File: src/rtl/channel_merge_arb.sv
// N-way valid/ack channel merge with route-field prefix, round-robin or fixed-priority
// arbitration with aging, and a single registered output stage.
module channel_merge_arb #(
    parameter int unsigned                  NIN      = 4,
    parameter int unsigned                  NDATA    = 27,
    parameter int unsigned                  NROUTE   = 8,
    parameter logic [NIN-1:0][NROUTE-1:0]   ROUTES   = '0,
    parameter int unsigned                  MAX_WAIT = 15
) (
    input  logic                    clk,
    input  logic                    reset,
    input  logic                    mode,
    input  logic [NIN*NDATA-1:0]    in_d,
    input  logic [NIN-1:0]          in_v,
    output logic [NIN-1:0]          in_a,
    output logic [NROUTE+NDATA-1:0] out_d,
    output logic                    out_v,
    input  logic                    out_a,
    output logic [NIN-1:0]          starved
);

    localparam int unsigned PW = (NIN > 1) ? $clog2(NIN) : 1;
    localparam int unsigned CW = (MAX_WAIT > 0) ? $clog2(MAX_WAIT + 1) : 1;
    localparam logic [CW-1:0] WAIT_MAX = CW'(MAX_WAIT);
    localparam logic [PW-1:0] PTR_LAST = PW'(NIN - 1);

    logic [PW-1:0]             rr_ptr_q, rr_ptr_d;
    logic [CW-1:0]             cnt_q [NIN];
    logic [CW-1:0]             cnt_d [NIN];
    logic [NIN-1:0]            starved_q, starved_d;
    logic [NROUTE+NDATA-1:0]   out_d_q, out_d_d;
    logic                      out_v_q, out_v_d;

    logic [NIN-1:0]            grant;
    logic [PW-1:0]             gidx;
    logic                      found;
    logic                      load_en;
    logic                      xfer;
    logic [NDATA-1:0]          sel_data;
    logic [NROUTE-1:0]         sel_route;

    always_comb begin
        found = 1'b0;
        gidx  = '0;
        if (mode) begin
            // Inputs that have aged out pre-empt the plain priority order.
            if (MAX_WAIT != 0) begin
                for (int unsigned i = 0; i < NIN; i++) begin
                    if (!found && in_v[i] && cnt_q[i] == WAIT_MAX) begin
                        found = 1'b1;
                        gidx  = PW'(i);
                    end
                end
            end
            for (int unsigned i = 0; i < NIN; i++) begin
                if (!found && in_v[i]) begin
                    found = 1'b1;
                    gidx  = PW'(i);
                end
            end
        end else begin
            for (int unsigned off = 1; off <= NIN; off++) begin
                if (!found && in_v[(32'(rr_ptr_q) + off) % NIN]) begin
                    found = 1'b1;
                    gidx  = PW'((32'(rr_ptr_q) + off) % NIN);
                end
            end
        end
        grant = '0;
        if (found) grant[gidx] = 1'b1;
    end

    assign load_en = (~out_v_q | out_a) & reset;
    assign in_a    = grant & {NIN{load_en}};
    assign xfer    = found & load_en;

    always_comb begin
        sel_data  = '0;
        sel_route = '0;
        for (int unsigned i = 0; i < NIN; i++) begin
            if (grant[i]) begin
                sel_data  = in_d[i*NDATA +: NDATA];
                sel_route = ROUTES[i];
            end
        end
    end

    always_comb begin
        out_d_d  = out_d_q;
        out_v_d  = out_v_q;
        rr_ptr_d = rr_ptr_q;
        if (xfer) begin
            out_d_d = {sel_route, sel_data};
            out_v_d = 1'b1;
            if (!mode) rr_ptr_d = gidx;
        end else if (out_a) begin
            out_v_d = 1'b0;
        end
    end

    always_comb begin
        for (int unsigned i = 0; i < NIN; i++) begin
            cnt_d[i] = cnt_q[i];
            if (!in_v[i] || in_a[i]) begin
                cnt_d[i] = '0;
            end else if (xfer && cnt_q[i] != WAIT_MAX) begin
                cnt_d[i] = cnt_q[i] + 1'b1;
            end
            starved_d[i] = (MAX_WAIT != 0) && (cnt_d[i] == WAIT_MAX);
        end
    end

    always_ff @(posedge clk or negedge reset) begin
        if (!reset) begin
            rr_ptr_q  <= PTR_LAST;
            out_d_q   <= '0;
            out_v_q   <= 1'b0;
            starved_q <= '0;
            for (int unsigned i = 0; i < NIN; i++) cnt_q[i] <= '0;
        end else begin
            rr_ptr_q  <= rr_ptr_d;
            out_d_q   <= out_d_d;
            out_v_q   <= out_v_d;
            starved_q <= starved_d;
            for (int unsigned i = 0; i < NIN; i++) cnt_q[i] <= cnt_d[i];
        end
    end

    assign out_d   = out_d_q;
    assign out_v   = out_v_q;
    assign starved = starved_q;

endmodule

File: config.mk
export PLATFORM = sky130hd
export DESIGN_NAME = channel_merge_arb
export DESIGN_NICKNAME = d
export VERILOG_FILES = /design/src/rtl/channel_merge_arb.sv
export SDC_FILE = /design/constraint.sdc
export NUM_CORES = 1
export LEC_CHECK = 0
export CORE_MARGIN = 10
export CORE_UTILIZATION = 45
export CTS_BUF_LIST = sky130_fd_sc_hd__clkbuf_8
export CTS_CLUSTER_DIAMETER = 60
export DETAILED_ROUTE_END_ITERATION = 10
export PLACE_DENSITY = 0.86
export SLEW_MARGIN = 15
export SYNTH_ARGS = -nofsm -noshare
export SYNTH_HDL_FRONTEND = slang
export SYNTH_SLANG_ARGS = --single-unit
File: constraint.sdc
create_clock -name clk -period 5.54 [get_ports clk]
set_input_delay 0.554 -clock clk [delete_from_list [all_inputs] [get_ports clk]]
set_output_delay 0.554 -clock clk [all_outputs]
set_load 0.1 [all_outputs]
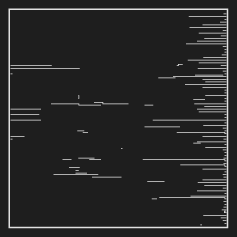
(M3 wires)
(2 px per um)
main direction: horizontal
longest straight run: 40.9 um
wire length on this layer: 954 um

==> impl_metrics.json <==
{
  "edf_count": 0,
  "final_max_slew_viol_count": 0,
  "viasPerCell": 5.60,
  "grt_antenna_before_repair": 0,
  "synthArstFlopShare_pct": 100,
  "min_period_ns": 4.34,
  "power.density_nw_per_um2": 354,
  "netlist_instances": 346,
  "drcViolationCount": 0,
  "cts_tree": "built",
  "grt_max_degree": 55,
  "core_um2": 7650,
  "post-route-util_pct": 66.4,
  "synth_area_um2": 3520,
  "tns_ns": 0,
  "vias": 3300,
  "yosysTopAreaCell": "dfrtp_1",
  "fillers": 611,
  "fmax_ghz": 0.230,
  "place.gp.congestion": 0.868,
  "synth-area-yosys_um2": 3520,
  "wirelength_um": 12100,
  "chipArea_um2": 11800,
  "hpwlAfterDp_um": 9760,
  "clockBufferDepth": 2,
  "cap_viol_max_count": 0,
  "openroad.warnings": 26,
  "end_kind": "primary output",
  "grt_pass1_vias": 3338,
  "hold_viol_final": 0,
  "hold_buffers": 0,
  "fin_hold_ws_ns": 0.398,
  "die_h_um": 108,
  "rows": 32,
  "outcome": "complete, no violations",
  "cp.required_ns": 4.99,
  "path_buffers": 2,
  "ant_nets": 0,
  "cts_buffers": 5,
  "clk_latency_ns": 0.31,
  "hp-class": "in2async",
  "relSlewSlack_pct": 28.8,
  "drtIter0Drc": 183,
  "arrival_ns": 3.79,
  "startpoint_type": "primary input",
  "synth.area.top_cells": "dfrtp_1, mux2i_1, o221ai_2, nand2_1, buf_12",
  "cpPeakStageDelay_ns": 1.22,
  "grt_overflow": 0,
  "total_power_uw": 1800,
  "cts_resized": 0
}
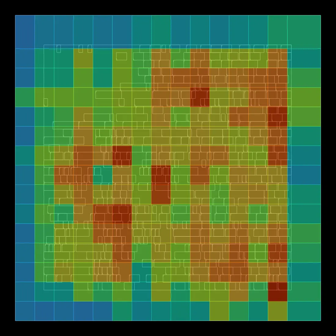
(routing congestion)
GRT met1 Usage: 24.5%
busiest grt layer: met2

## logic make-up after synthesis
group	after synthesis	share of synthesized area (%)
other	1	0.107
DFF	50	35.6
xor gates and xnor gates	6	1.49
muxes	60	17.1
adders and majority gates	4	1.42
AOI/OAI and AO/OA	72	19.5
and+or+nand+nor	119	16.9
buffers and inverters	34	7.93
## power by group
| part | internal (uW) | switching [uW] |
|---|---|---|
| clock | 136 | 133 |
| combinational | 321 | 720 |
| sequential | 438 | 46.7 |
## layout make-up
class	instances	area, um^2	share of cell area [%]
tap	102	128	2.51
sequential	50	1250	24.7
clock inverter	3	43.8	0.863
inverter	5	18.8	0.370
multi-input combinational	269	2030	39.9
timing repair buffer	155	1540	30.3
clock buffer	5	68.8	1.36
## layer usage
layer / wire length [um] / part of all wire [%] / vias up
met5: 0 / 0 / -
met4: 96 / 0.79 / 0
met3: 953 / 7.9 / 7
met2: 5920 / 49 / 131
met1: 5160 / 43 / 1599
li1: - / - / 1563
## cell usage in the layout (no fill, tap or decap), drive strengths merged, types with 2 or more instances in the layout
cell type      instances
or2                    2
nand4                  3
clkbuf                 5
a21oi                  9
nor3                   7
xnor2                  4
nor2b                  2
nor4bb                 2
o32a                   3
nor4                   3
dfstp                  2
o21ai                  7
nand2b                 5
dfrtp                 48
clkdlybuf4s50        150
conb                   8
a21boi                 2
and4                   2
a211oi                 6
nand3                  8
o2bb2ai                2
inv                    6
and2                   2
mux2i                 60
ha                     4
and3                   3
buf                    5
nor4b                  2
nor3b                  6
xor2                   2
nor2                  25
o221ai                28
a31oi                  6
nand2                 46
## cells in the mapped netlist (2+ instances only)
| master | number |
|---|---|
| o2bb2ai_1 | 2 |
| a21oi_1 | 9 |
| nor3_1 | 7 |
| o32a_1 | 3 |
| nand3_1 | 8 |
| nor2b_1 | 2 |
| nor2_1 | 25 |
| and4_1 | 2 |
| buf_12 | 5 |
| a211oi_1 | 5 |
| dfrtp_1 | 48 |
| nor4bb_1 | 2 |
| xor2_1 | 2 |
| ha_1 | 4 |
| nand2b_1 | 5 |
| inv_1 | 5 |
| nor3b_1 | 5 |
| buf_4 | 13 |
| o21ai_0 | 6 |
| nand4_2 | 2 |
| o221ai_2 | 20 |
| dfstp_2 | 2 |
| xnor2_1 | 4 |
| buf_6 | 2 |
| nor4_1 | 3 |
| nor4b_1 | 2 |
| nand2_1 | 46 |
| mux2i_1 | 60 |
| buf_2 | 5 |
| and3_1 | 3 |
| o221ai_1 | 8 |
| clkbuf_1 | 3 |
| and2_1 | 2 |
| a31oi_1 | 6 |
## state kept, by name (all words and copies together), names as in the netlist
register and cells:
out_d 27, out_v 1, cnt_q 16, starved 4, rr_ptr_q 2
## final timing paths
| check | endpoint | slack, ns | cells after the start |
|---|---|---|---|
| hold / removal | starved[1] | 0.40 | 2 |
| setup / recovery | in_a[2] | 1.20 | 7 |
| max in group asynchronous | out_d[16] | 4.72 | 2 |
| setup reg to reg | out_d[20] | 2.54 | 8 |
| hold reg to reg | out_d[12] | 0.50 | 2 |
| min in group clk | out_d[12] | 0.50 | 2 |
Power and IR drop assume default switching activity.
